==> src/rtl/dcache_ctrl_if.sv <==
// rtl/dcache_ctrl_if.sv - datapath and memory-arbiter signal bundle for dcache_ctrl
interface dcache_ctrl_if;
    logic        halt;
    logic        dmemREN;
    logic        dmemWEN;
    logic [31:0] dmemaddr;
    logic [31:0] dmemstore;
    logic        dhit;
    logic [31:0] dmemload;
    logic        flushed;
    logic        dREN;
    logic        dWEN;
    logic [31:0] daddr;
    logic [31:0] dstore;
    logic        dwait;
    logic [31:0] dload;

    modport slave (
        input  halt, dmemREN, dmemWEN, dmemaddr, dmemstore, dwait, dload,
        output dhit, dmemload, flushed, dREN, dWEN, daddr, dstore
    );

    modport master (
        output halt, dmemREN, dmemWEN, dmemaddr, dmemstore, dwait, dload,
        input  dhit, dmemload, flushed, dREN, dWEN, daddr, dstore
    );
endinterface

==> src/rtl/dcache_ctrl.sv <==
// rtl/dcache_ctrl.sv - direct-mapped write-back write-allocate data cache controller
module dcache_ctrl #(
    parameter logic [31:0] HIT_CNT_ADDR = 32'h0000_3100,
    parameter int          NSETS        = 8
) (
    input  logic         CLK,
    input  logic         nRST,
    dcache_ctrl_if.slave bus
);
    typedef struct packed {
        logic [25:0] tag;
        logic        valid;
        logic        dirty;
        logic [31:0] data1;
        logic [31:0] data2;
    } Dcache_t;

    typedef enum logic [3:0] {
        IDLE_D, WB1, WB2, LD1, LD2, FLUSH1, FLUSH2, HLT_CNT, HALT, IDLE_CNT, CLEAN
    } Dstate_t;

    Dstate_t     state, next_state;
    Dcache_t     frames [NSETS];
    logic [31:0] hit_cnt;
    logic [31:0] load_q;
    logic        miss_flag;
    logic [2:0]  flush_idx;

    logic [25:0] req_tag;
    logic [2:0]  req_idx;
    logic        req_word;
    logic        req;
    logic        hit;
    logic        fl_dirty;
    logic [31:0] hit_word;
    logic [1:0]  unused_addr_bits;
    Dcache_t     cur;
    Dcache_t     fl;

    assign req_tag          = bus.dmemaddr[31:6];
    assign req_idx          = bus.dmemaddr[5:3];
    assign req_word         = bus.dmemaddr[2];
    assign unused_addr_bits = bus.dmemaddr[1:0];
    assign req              = bus.dmemREN | bus.dmemWEN;
    assign cur              = frames[req_idx];
    assign fl               = frames[flush_idx];
    assign fl_dirty         = fl.valid & fl.dirty;
    assign hit_word         = req_word ? cur.data2 : cur.data1;
    // halt in IDLE_D pre-empts the request, so it is neither a hit nor a miss
    assign hit = (state == IDLE_D) && !bus.halt && req && cur.valid && (cur.tag == req_tag);

    always_ff @(posedge CLK or negedge nRST) begin
        if (!nRST) state <= IDLE_D;
        else       state <= next_state;
    end

    always_comb begin
        next_state = state;
        case (state)
            IDLE_D: begin
                if (bus.halt)          next_state = FLUSH1;
                else if (req && !hit)  next_state = (cur.valid && cur.dirty) ? WB1 : LD1;
            end
            WB1:     if (!bus.dwait) next_state = WB2;
            WB2:     if (!bus.dwait) next_state = LD1;
            LD1:     if (!bus.dwait) next_state = LD2;
            LD2:     if (!bus.dwait) next_state = IDLE_D;
            FLUSH1: begin
                if (fl_dirty) begin
                    if (!bus.dwait) next_state = FLUSH2;
                end else if (flush_idx == 3'd7) begin
                    next_state = HLT_CNT;
                end
            end
            FLUSH2:  if (!bus.dwait) next_state = (flush_idx == 3'd7) ? HLT_CNT : FLUSH1;
            HLT_CNT: if (!bus.dwait) next_state = HALT;
            HALT:    next_state = HALT;
            default: next_state = IDLE_D;
        endcase
    end

    always_comb begin
        bus.dhit     = 1'b0;
        bus.dmemload = load_q;
        bus.flushed  = 1'b0;
        bus.dREN     = 1'b0;
        bus.dWEN     = 1'b0;
        bus.daddr    = 32'd0;
        bus.dstore   = 32'd0;
        case (state)
            IDLE_D: begin
                bus.dhit = hit;
                if (hit && !bus.dmemWEN) bus.dmemload = hit_word;
            end
            WB1: begin
                bus.dWEN   = 1'b1;
                bus.daddr  = {cur.tag, req_idx, 3'b000};
                bus.dstore = cur.data1;
            end
            WB2: begin
                bus.dWEN   = 1'b1;
                bus.daddr  = {cur.tag, req_idx, 3'b100};
                bus.dstore = cur.data2;
            end
            LD1: begin
                bus.dREN  = 1'b1;
                bus.daddr = {req_tag, req_idx, 3'b000};
            end
            LD2: begin
                bus.dREN  = 1'b1;
                bus.daddr = {req_tag, req_idx, 3'b100};
            end
            FLUSH1: begin
                if (fl_dirty) begin
                    bus.dWEN   = 1'b1;
                    bus.daddr  = {fl.tag, flush_idx, 3'b000};
                    bus.dstore = fl.data1;
                end
            end
            FLUSH2: begin
                bus.dWEN   = 1'b1;
                bus.daddr  = {fl.tag, flush_idx, 3'b100};
                bus.dstore = fl.data2;
            end
            HLT_CNT: begin
                bus.dWEN   = 1'b1;
                bus.daddr  = HIT_CNT_ADDR;
                bus.dstore = hit_cnt;
            end
            HALT:    bus.flushed = 1'b1;
            default: ;
        endcase
    end

    always_ff @(posedge CLK or negedge nRST) begin
        if (!nRST) begin
            for (int i = 0; i < NSETS; i++) frames[i] <= '0;
            hit_cnt   <= 32'd0;
            load_q    <= 32'd0;
            miss_flag <= 1'b0;
            flush_idx <= 3'd0;
        end else begin
            case (state)
                IDLE_D: begin
                    if (hit) begin
                        if (bus.dmemWEN) begin
                            if (req_word) frames[req_idx].data2 <= bus.dmemstore;
                            else          frames[req_idx].data1 <= bus.dmemstore;
                            frames[req_idx].dirty <= 1'b1;
                        end else begin
                            load_q <= hit_word;
                        end
                        // the hit that follows a refill replays the miss and is not counted
                        if (!miss_flag) hit_cnt <= hit_cnt + 32'd1;
                        miss_flag <= 1'b0;
                    end else if (req && !bus.halt) begin
                        miss_flag <= 1'b1;
                    end
                end
                LD1: if (!bus.dwait) frames[req_idx].data1 <= bus.dload;
                LD2: begin
                    if (!bus.dwait) begin
                        frames[req_idx].data2 <= bus.dload;
                        frames[req_idx].tag   <= req_tag;
                        frames[req_idx].valid <= 1'b1;
                        frames[req_idx].dirty <= 1'b0;
                    end
                end
                FLUSH1: if (!fl_dirty) flush_idx <= flush_idx + 3'd1;
                FLUSH2: begin
                    if (!bus.dwait) begin
                        frames[flush_idx].dirty <= 1'b0;
                        flush_idx               <= flush_idx + 3'd1;
                    end
                end
                default: ;
            endcase
        end
    end
endmodule

==> src/flat_wrapper.sv <==
// flat-port wrapper written by rule: the top's interface ports become plain ports
module dcache_ctrl_flat 
#(
    parameter logic [31:0] HIT_CNT_ADDR = 32'h0000_3100,
    parameter int          NSETS        = 8
)
  (CLK, nRST, bus_halt, bus_dmemREN, bus_dmemWEN, bus_dmemaddr, bus_dmemstore, bus_dwait, bus_dload, bus_dhit, bus_dmemload, bus_flushed, bus_dREN, bus_dWEN, bus_daddr, bus_dstore);
  dcache_ctrl_if bus_i ();
  input  logic CLK;
  input  logic nRST;
  input wire logic [$bits(bus_i.halt)-1:0] bus_halt;
  input wire logic [$bits(bus_i.dmemREN)-1:0] bus_dmemREN;
  input wire logic [$bits(bus_i.dmemWEN)-1:0] bus_dmemWEN;
  input wire logic [$bits(bus_i.dmemaddr)-1:0] bus_dmemaddr;
  input wire logic [$bits(bus_i.dmemstore)-1:0] bus_dmemstore;
  input wire logic [$bits(bus_i.dwait)-1:0] bus_dwait;
  input wire logic [$bits(bus_i.dload)-1:0] bus_dload;
  output wire logic [$bits(bus_i.dhit)-1:0] bus_dhit;
  output wire logic [$bits(bus_i.dmemload)-1:0] bus_dmemload;
  output wire logic [$bits(bus_i.flushed)-1:0] bus_flushed;
  output wire logic [$bits(bus_i.dREN)-1:0] bus_dREN;
  output wire logic [$bits(bus_i.dWEN)-1:0] bus_dWEN;
  output wire logic [$bits(bus_i.daddr)-1:0] bus_daddr;
  output wire logic [$bits(bus_i.dstore)-1:0] bus_dstore;
  assign bus_i.halt = bus_halt;
  assign bus_i.dmemREN = bus_dmemREN;
  assign bus_i.dmemWEN = bus_dmemWEN;
  assign bus_i.dmemaddr = bus_dmemaddr;
  assign bus_i.dmemstore = bus_dmemstore;
  assign bus_i.dwait = bus_dwait;
  assign bus_i.dload = bus_dload;
  assign bus_dhit = bus_i.dhit;
  assign bus_dmemload = bus_i.dmemload;
  assign bus_flushed = bus_i.flushed;
  assign bus_dREN = bus_i.dREN;
  assign bus_dWEN = bus_i.dWEN;
  assign bus_daddr = bus_i.daddr;
  assign bus_dstore = bus_i.dstore;
  dcache_ctrl #(.HIT_CNT_ADDR(HIT_CNT_ADDR), .NSETS(NSETS)) u_core (.CLK(CLK), .nRST(nRST), .bus(bus_i));
endmodule
==> config.mk <==
export PLATFORM = sky130hd
export DESIGN_NAME = dcache_ctrl_flat
export DESIGN_NICKNAME = d
export VERILOG_FILES = /design/src/rtl/dcache_ctrl_if.sv /design/src/rtl/dcache_ctrl.sv /design/src/flat_wrapper.sv
export SDC_FILE = /design/constraint.sdc
export NUM_CORES = 2
export LEC_CHECK = 0
export CAP_MARGIN = 20
export CORE_MARGIN = 4
export CORE_UTILIZATION = 25
export DETAILED_ROUTE_END_ITERATION = 8
export GPL_TIMING_DRIVEN = 0
export MAX_ROUTING_LAYER = met4
export PLACE_DENSITY = 0.52
export REMOVE_ABC_BUFFERS = 1
export SLEW_MARGIN = 10
export SYNTH_ARGS = -nofsm -noshare
export SYNTH_HDL_FRONTEND = slang
export SYNTH_SLANG_ARGS = --single-unit
==> constraint.sdc <==
create_clock -name CLK -period 7.3 [get_ports CLK]
set_clock_uncertainty 0.05 [all_clocks]
set_input_delay 1.095 -clock CLK [delete_from_list [all_inputs] [get_ports CLK]]
set_output_delay 1.095 -clock CLK [all_outputs]
set_load 0.01 [all_outputs]
**Wire density map**

22 x 22 tiles, from white (low) to dark blue (high), scaled to the fullest tile. Values are wire area over tile area, all layers added.
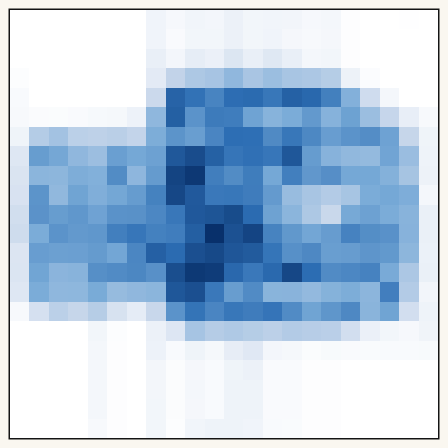
emptiest ninth of the die	south-west
nearly empty tiles	25%
densest ninth of the die	centre

**Layout detail**

Region (202, 115) to (232, 145) um. Cells in grey, sequential cells in the stronger grey; small squares are vias.
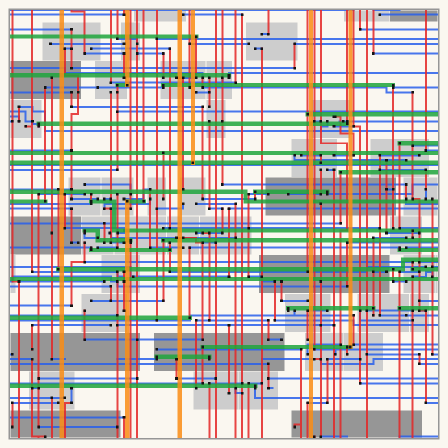
colour	layer
blue	metal 1
green	metal 3
red	metal 2
orange	metal 4
cells with their middle in the window	40
sequential cells in the window	8
most frequent	dfrtp_1 (8), o22ai_1 (6)

==> Implementation_results.wiki <==
== Metrics ==
{| class="wikitable"
! Metric !! Value
|-
| Result of the run || finished clean
|-
| WP data required || 6.15 ns
|-
| Crit path launch type || input pin
|-
| Peak clock frequency supported by timing || 139 MHz
|-
| P_leak || 21.0 nW
|-
| Root Buffer Master || clkbuf_16
|-
| Aggregate routed wire length || 241000 um
|-
| Most Used Layer, Global Route || met2
|-
| CP Data Arrival Time || 6.06 ns
|-
| Area of the multi-input gates || 23400 um^2
|-
| Max clock buf depth || 3
|-
| CTS clock-pin slew for the worst setup and hold paths || 0.07 ns
|-
| Met3 track utilization from global routing || 0.0797
|-
| Final tally of max-slew violations || 0
|-
| Cell count after synthesis || 4533
|-
| Net switching power || 8.80 mW
|-
| Unrepaired setup endpoints after global routing || false
|-
| Post-synth seq share || 0.444
|-
| Post-synth tally of flip-flops with integrated enable || 0
|-
| Total number of nets in the final design || 4553
|-
| Min cycle time layout || 7.21 ns
|-
| Fraction of the core area occupied by cells at floorplan || 0.252
|-
| Die Footprint || 189000 um^2
|-
| Area delta synth->final || 22.7%
|-
| Number of detailed-routing iterations run before antenna repair || 8
|-
| DR vias/cell || 6.64
|-
| H-Tree Level Count || 3
|-
| Post-synth area hogs || dfrtp_1, a22oi_1, o2bb2ai_1
|-
| Power share of the clock group || 0.234
|-
| Height of the die || 435 um
|-
| Most frequently placed logic cell in the final layout || dfrtp_1
|-
| Standard cell core area || 181000 um^2
|-
| TritonCTS Sinks || 808
|-
| Number of cell instances on the worst register-to-register path || 11
|-
| Top library cells by usage in the layout, fill and taps aside || dfrtp_1, a22oi_1, o2bb2ai_1, nand2_1, o22ai_1
|-
| Crit path kind || in -> out
|-
| Fin cells || 6906
|-
| TritonCTS clock tree || done
|-
| Worst min path class || in -> async
|-
| Synth async-reset ratio || 1.00
|-
| Met1 demand-to-capacity share in global routing || 0.319
|-
| Kind of end point of the critical path || output port
|-
| Vias in the first global route || 44600
|-
| Highest fanout seen on the critical path || 44
|-
| Metal3 WL || 31700 um
|-
| Clk Latency, worst-skew pair || 0.73 ns
|-
| Most area-hungry cell type in the Yosys netlist || dfrtp_1
|-
| Flip-flop and latch count after synthesis || 808
|-
| Register-to-Register Setup Slack || 1.88 ns
|-
| Critical Path Start || bus_dmemaddr[4]
|-
| Final Hold Violation Tally || 0
|-
| Proportion of total power due to net switching || 0.409
|-
| Top layer used by detailed routing || met4
|-
| Cell count in the Yosys report || 4533
|-
| Die boundary width || 435 um
|-
| Share of power burned in combinational logic || 0.405
|-
| Half-perimeter wire length after detailed placement || 153000 um
|-
| Period Utilization, post-route || 0.987
|-
| Placement-stage worst setup slack || -0.650 ns
|-
| Min setup slack post-route || 0.0919 ns
|-
| Total Power || 21.5 mW
|-
| Power per unit of standard cell area || 385 nW/um^2
|-
| Antenna violations before repair || 21
|-
| Internal Pwr Total || 12.7 mW
|-
| Max-capacitance violation count || 0
|-
| Relative slew slack || 0.213
|-
| Met1 Wirelength || 92600 um
|-
| Site Rows || 156
|-
| Reported sequential group power || 7.78 mW
|-
| Area share of the largest cell type after synthesis || 0.444
|-
| Total via count after detailed routing || 45900
|-
| Synthesis area per yosys || 45600 um^2
|-
| Mean area per synthesized cell || 10.1 um^2
|-
| Reg area || 20200 um^2
|-
| Setup Total Neg Slack || 0 ns
|}
**Routing congestion map**

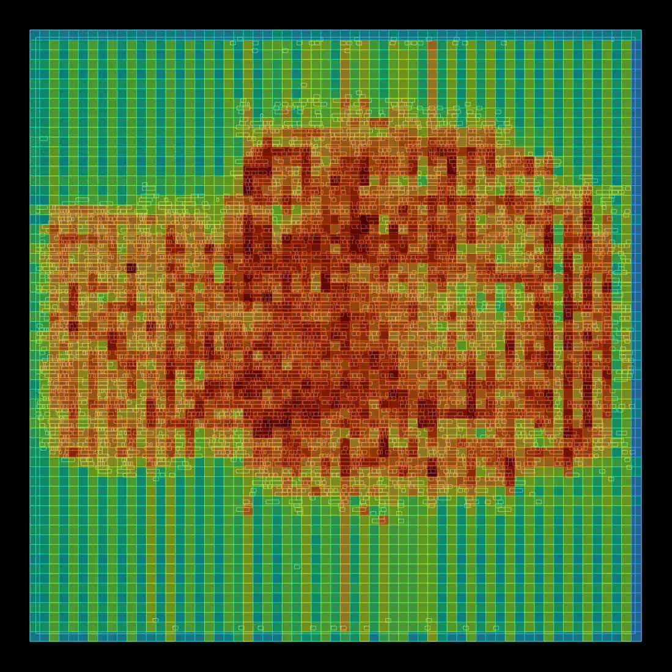
Finished Core Util: 0.309
average wire per cell in the routed design: 34.9 um

**The metal 4 layer**

Drawn at 1 px/um. Supply wires on this layer in grey.
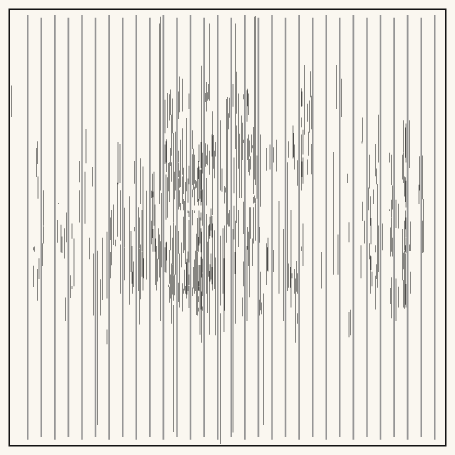
share of all routed wire	6.1%
main direction	vertical
nets with wire on the layer	225
longest straight run	203 um
wire length on this layer	14600 um

what timing repair did:
action                                  in CTS  in global routing
gates cloned                                 0                  0
endpoints found under the setup margin      32                 14
pin swaps                                    1                  0
buffers inserted                             3                  0
gates resized                                2                  1
worst max-delay path: stages:
cell and delay (ns):
buf_4 0.45, buf_16 0.32, and3b_4 0.80, a22oi_1 0.25, a21boi_0 0.22, o22ai_1 0.21, nor4_1 0.45, nand4_1 0.31
or3_4 0.62, buf_16 0.26, mux2i_1 0.35, clkdlybuf4s50_1 0.61
layout make-up:
cell class                 count  share of cell area
clock inverter                28             0.00736
inverter                      17             0.00114
antenna                       21            0.000940
sequential                   808               0.362
timing repair buffer         412               0.109
tap                         2370              0.0530
multi-input combinational   3118               0.418
clock buffer                 132              0.0487
cell usage after synthesis (10+ instances only):
library cell	n
clkbuf_1	380
or4_1	47
a22o_1	36
o211ai_1	13
a221oi_1	79
nor4_1	37
buf_6	15
mux2_4	10
or3_1	11
nor2_1	113
o221ai_1	34
nand3_1	31
mux2i_1	89
o2bb2ai_1	512
mux2_1	45
a22oi_1	748
a32o_1	13
nand2b_1	20
a221o_1	13
buf_2	97
mux4_2	28
and3_1	23
o21ai_0	223
o22ai_1	244
inv_1	15
mux2_2	100
xnor2_1	12
a31oi_1	36
nand4_1	45
dfrtp_1	808
nor2b_1	10
a21oi_1	73
nor3_1	17
buf_1	89
nand2_1	319
xor2_1	34
cell families (layout without fill, tap and decap cells):
group                      count (synthesis)  after routing  synth area share
other                                      1             23         0.0000823
buffers and inverters                    608            589            0.0562
AOI/OAI and AO/OA                       2082           2082             0.342
adders and majority gates                  3              3          0.000824
muxes                                    274            274            0.0735
and+or+nand+nor                          711            711            0.0753
xor gates and xnor gates                  46             46           0.00884
DFF                                      808            808             0.444
Power figures rest on the tool's default switching activity, not on a simulated workload.
